==> config.mk <==
export PLATFORM = sky130hd
export DESIGN_NAME = reg_mem_sequencer_flat
export DESIGN_NICKNAME = d
export VERILOG_FILES = /design/src/rtl/reg_mem_sequencer_pkg.sv /design/src/rtl/reg_mem_sequencer_if.sv /design/src/rtl/reg_mem_sequencer_decoder.sv /design/src/rtl/reg_mem_sequencer.sv /design/src/flat_wrapper.sv
export SDC_FILE = /design/constraint.sdc
export NUM_CORES = 1
export LEC_CHECK = 0
export CORE_MARGIN = 2
export CORE_UTILIZATION = 39
export DETAILED_ROUTE_END_ITERATION = 8
export GPL_TIMING_DRIVEN = 0
export PLACE_DENSITY = 0.84
export SKIP_LAST_GASP = 1
export SLEW_MARGIN = 20
export SYNTH_ARGS = -nofsm -noshare
export SYNTH_HDL_FRONTEND = slang
export SYNTH_HIERARCHICAL = 1
export SYNTH_SLANG_ARGS = --single-unit
==> constraint.sdc <==
create_clock -name CLK -period 5.35 [get_ports CLK]
set_clock_uncertainty 0.15 [all_clocks]
set_input_delay 1.07 -clock CLK [delete_from_list [all_inputs] [get_ports CLK]]
set_output_delay 1.07 -clock CLK [all_outputs]
set_load 0.01 [all_outputs]
==> run_1/density.png <==
Bar = 20 um. 10 x 10 tiles, from dark blue (low) to red (high), 0 to 100% covered.
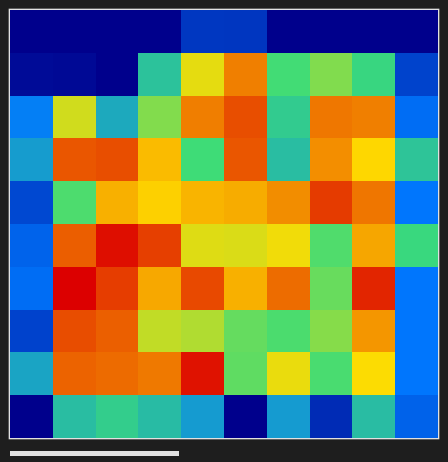
The densest ninth of the die: centre. The fullest tile reaches 100%. 12% of the tiles are nearly empty.
Layout Utilization: 0.701
Floorplan Utilization: 0.424
core area: 2000 sq um

==> run_1/drive_strength.png <==
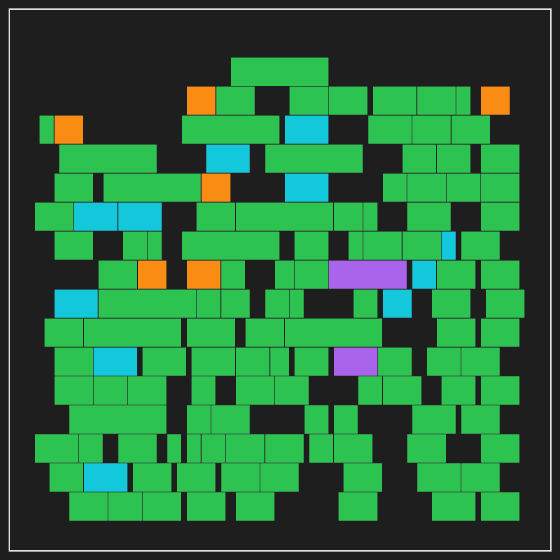
drive 1 or less: marked green, cells 114, share 86%, most used clkdlybuf4s50_1. drive 2: marked cyan, cells 11, share 8.3%, most used mux2_2. drive 3 to 4: marked orange, cells 6, share 4.5%, most used clkbuf_4. drive 6 and up: marked purple, cells 2, share 1.5%.
final worst slack: 1040 ps
design area: 1400 sq um
P&R area growth vs syn: 65.2%
Non-clk bufs: 52

==> run_1/wire_density.png <==
Bar = 20 um. 10 x 10 tiles, from dark blue (low) to red (high), scaled to the fullest tile. Values are wire area over tile area, all layers added.
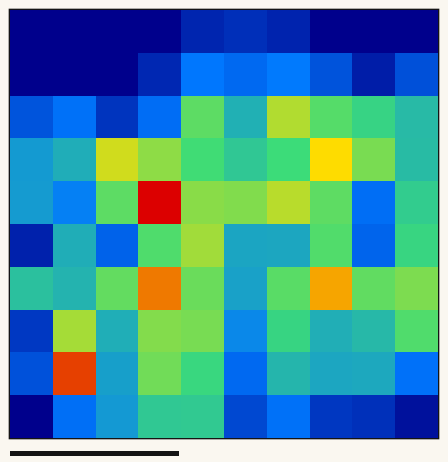
The emptiest ninth of the die: north-west. 11% of the tiles are nearly empty. The fullest tile reaches 0.35. The mean over all tiles is 0.12. The densest ninth of the die: centre. 30% of the tiles are over half the peak.
routed len/inst: 12.2 um
GRT Overall Usage: 0.159
final WL: 1950 um
Vias: 830

==> results.cfg, run 1 <==
; implementation run metrics
[timing]
finalClockPeriodUsage = 0.806
finalHoldViolations = 0
fin_tns_setup_ps = 0
slew_headroom = 0.652
finalSetupViolations = 0

[route]
ant_nets = 0
top_layer = met3
first_pass_iters = 4
dr_wl_met3_um = 165

[clocking]
cts_tree = built
insertion_delay_ps = 260
ctsResizeCount = 0
ctsHtreeMaxLevel = 1
cts-root-buf = clkbuf_4
cts_buffer_depth = 2

[critical_path]
path_max_fanout = 8
critPathMostFrequentCell = clkdlybuf4s50_1
cp-start-kind = input pin
crit_path_top_delay_cell = clkdlybuf4s50_1
endpoint_kind = primary output
reg2reg_slack_ps = 3850

[global_route]
grt_pass1_vias = 668
grt_pass1_wl_um = 3150

[status]
status = complete, no violations

[floorplanning]
die_h_um = 50.7
rows = 16
die_w_um = 50.7
nWellTaps = 27

[finish]
n_antenna_cell = 0
seq_area_frac = 0.196
final_nets = 147
num-multi-input-gates = 61
logic_area_sq_um = 533

[job]
maxCapViolCount = 0
log.warning_count = 26

[yosys]
synth.avg_cell_area_sq_um = 10.8
top_cells_by_area = dfrtp_1 32%, nand4bb_1 12%, mux2_2 11%, nand4b_1 9.3%, or4b_1 3.5%
yosysCellCount = 79
yosys_warnings = 6
edf_count = 0

[placement]
dp_cells = 156
==> run 1: layout by cell type, fill, tap and decap left out, types with 4 or more instances in the layout <==
cell type        count
dfrtp_1             11
nand4b_1             9
clkdlybuf4s50_1     49
mux2_2               8
nand4bb_1            9
and2_1               4
inv_1                4
==> run 1: per-stage QoR <==
step / power (W) / utilization / hold slack [ps] / cell area [sq um] / worst slack, ps
final: 0.000673 / 0.701 / 381 / 1400 / 1040
after global placement: 0.000609 / 0.688 / 351 / 1380 / 1060
after floorplan: 0.000435 / - / 335 / 853 / 2100
after global routing: 0.000725 / 0.701 / 406 / 1400 / 955
after detailed placement: 0.000621 / 0.688 / 375 / 1380 / 1030
after CTS: 0.000677 / 0.701 / 390 / 1400 / 1020
==> run 1: power breakdown <==
| part | internal (W) | leakage (nW) | total, W | switching [W] |
|---|---|---|---|---|
| Sequential | 0.000122 | 0.132 | 0.000223 | 0.000101 |
| Combinational | 0.000248 | 0.400 | 0.000394 | 0.000146 |
| Clock | 0.0000288 | 0.0150 | 0.0000555 | 0.0000266 |
==> run 1: metal layers <==
layer / track usage / vias to the layer above
li1: - / 411
met2: 0.270 / 37
met3: 0.0327 / 0
met4: 0.0405 / 0
met5: 0 / -
met1: 0.204 / 382
==> run 1: logic make-up (layout without fill, tap and decap cells) <==
family                   after synthesis  after routing  synth area share
flip-flops                            11             11             0.324
AND-OR/OR-AND                          5              5            0.0442
adder cells (fa/ha/maj)                1              1            0.0147
AND/OR/NAND/NOR                       42             42             0.423
multiplexers                           8              8             0.106
XOR/XNOR                               3              3            0.0309
buffers and inverters                  8             61            0.0530
other                                  1              2           0.00441
==> run 1: worst max-delay path, delay by kind of cell <==
kind	cells	cell delay, ps
and+or+nand+nor	3	1040
buffers and inverters	2	980
==> run 1 -> run 2 <==
--- a/config.mk
+++ b/config.mk
@@ -6,10 +6,10 @@
 export NUM_CORES = 1
 export LEC_CHECK = 0
 export CORE_MARGIN = 2
-export CORE_UTILIZATION = 39
+export CORE_UTILIZATION = 36
 export DETAILED_ROUTE_END_ITERATION = 8
 export GPL_TIMING_DRIVEN = 0
-export PLACE_DENSITY = 0.84
+export PLACE_DENSITY = 0.78
 export SKIP_LAST_GASP = 1
 export SLEW_MARGIN = 20
 export SYNTH_ARGS = -nofsm -noshare
==> constraint.sdc (replaced) <==
create_clock -name CLK -period 4.53 [get_ports CLK]
set_clock_uncertainty 0.15 [all_clocks]
set_input_delay 0.906 -clock CLK [delete_from_list [all_inputs] [get_ports CLK]]
set_output_delay 0.906 -clock CLK [all_outputs]
set_load 0.01 [all_outputs]
==> run 2 against run 1 <==
Cell count rose by 0.63%. Critical path depth did not move. Largest cell class unchanged. Highest routed layer is now met4. Largest power group unchanged. Clock power rose by 23%.
==> results.cfg, run 2 <==
; implementation run metrics
[status]
status = complete, no violations

[critical_path]
reg2reg_slack_ps = 3010
path_max_fanout = 8
critPathMostFrequentCell = clkdlybuf4s50_1
endpoint_kind = primary output

[global_route]
grt_pass1_vias = 702
grt_pass1_wl_um = 3280
grt_use_total = 0.161

[yosys]
synth-xor-area-share = 0.0309
ys_sh_adder = 0.0147
synthTopLogicFamily = simple AND/OR/NAND/NOR gates
yosysCellCount = 79
top_cells_by_area = dfrtp_1 32%, nand4bb_1 12%, mux2_2 11%, nand4b_1 9.3%, or4b_1 3.5%
synth.avg_cell_area_sq_um = 10.8
ys_sh_mux = 0.106
synth.cellmix.compoundShare = 0.0442
yosys_warnings = 6
synthSimpleGateAreaFrac = 0.423

[clocking]
cts_tree = built
ctsResizeCount = 0
cts_buffer_depth = 2
cts-root-buf = clkbuf_4

[finish]
final_cell_mix = 49 x clkdlybuf4s50_1, 11 x dfrtp_1, 9 x nand4bb_1, 9 x nand4b_1, 8 x mux2_2
final_nets = 147
n_antenna_cell = 0
logic_area_sq_um = 533
synthToLayoutAreaGrowth_pct = 65.4
finish.utilization = 0.635

[timing]
slew_headroom = 0.657
finalSetupViolations = 0
finalHoldViolations = 0
finalClockPeriodUsage = 0.888
worst_hold_slack_ps = 376

[route]
vias = 825
first_pass_iters = 4
routedWlPerCell_um = 13.2
ant_nets = 0

[power_and_ir_drop]
fin_total_pwr_w = 0.000805

[placement]
dp_cells = 157

[floorplanning]
die_h_um = 52.6
die_w_um = 52.6
rows = 17
core_util_floorplan = 0.384

[job]
maxCapViolCount = 0
==> run 2: cell counts after synthesis <==
No cell type changed its count.
==> run 2: layout make-up <==
class | count | share of cell area
Inverter | 5 | 0.0134
Multi-Input combinational cell | 61 | 0.379
Tap cell | 28 | 0.0249
Buffer | 3 | 0.0187
Sequential cell | 11 | 0.196
Timing Repair Buffer | 49 | 0.349
Clock buffer | 4 | 0.0187
==> run 2: power breakdown <==
part / total (W) / internal (W) / switching [W] / leakage (nW)
logic: 0.000475 / 0.000293 / 0.000182 / 0.400
clock network: 0.0000683 / 0.0000342 / 0.0000342 / 0.0150
registers: 0.000262 / 0.000145 / 0.000117 / 0.132
==> run 2: worst max-delay path: cells and delay by family <==
kind                   cells  cell delay, ps
AND/OR/NAND/NOR            3            1060
buffers and inverters      2            1000
==> run 2: kinds of logic after synthesis <==
| logic type | count (synthesis) |
|---|---|
| XOR/XNOR | 3 |
| buffers and inverters | 8 |
| multiplexers | 8 |
| other | 1 |
| flip-flops | 11 |
| AND-OR/OR-AND | 5 |
| adder cells (fa/ha/maj) | 1 |
| AND/OR/NAND/NOR | 42 |
==> run 2: layer usage <==
| layer | global-route usage | vias up | wire, um |
|---|---|---|---|
| met3 | 0.0314 | 3 | 156 |
| met1 | 0.200 | 377 | 887 |
| met2 | 0.279 | 37 | 1050 |
| met4 | 0.0513 | 0 | 23 |
| li1 | - | 408 | - |
| met5 | 0 | - | 0 |
==> run_2/drive_strength.png <==
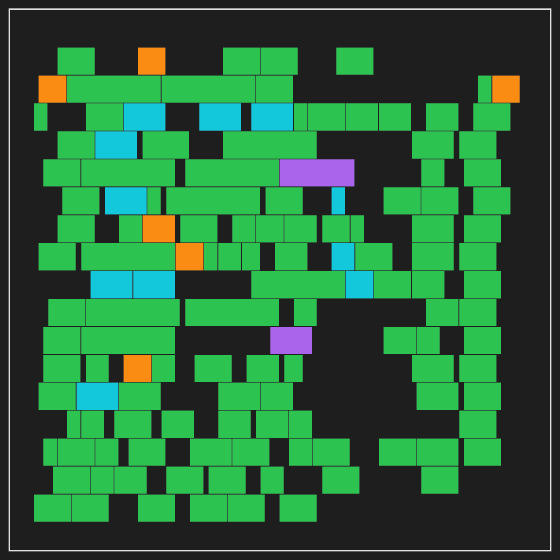
drive 6 and up: marked purple, cells 2, share 1.5%. drive 3 to 4: marked orange, cells 6, share 4.5%, most used clkbuf_4. drive 2: marked cyan, cells 11, share 8.3%, most used mux2_2. drive 1 or less: marked green, cells 114, share 86%, most used clkdlybuf4s50_1.
design area: 1410 sq um
final worst slack: 508 ps

Power is estimated from default activity; no workload was simulated.
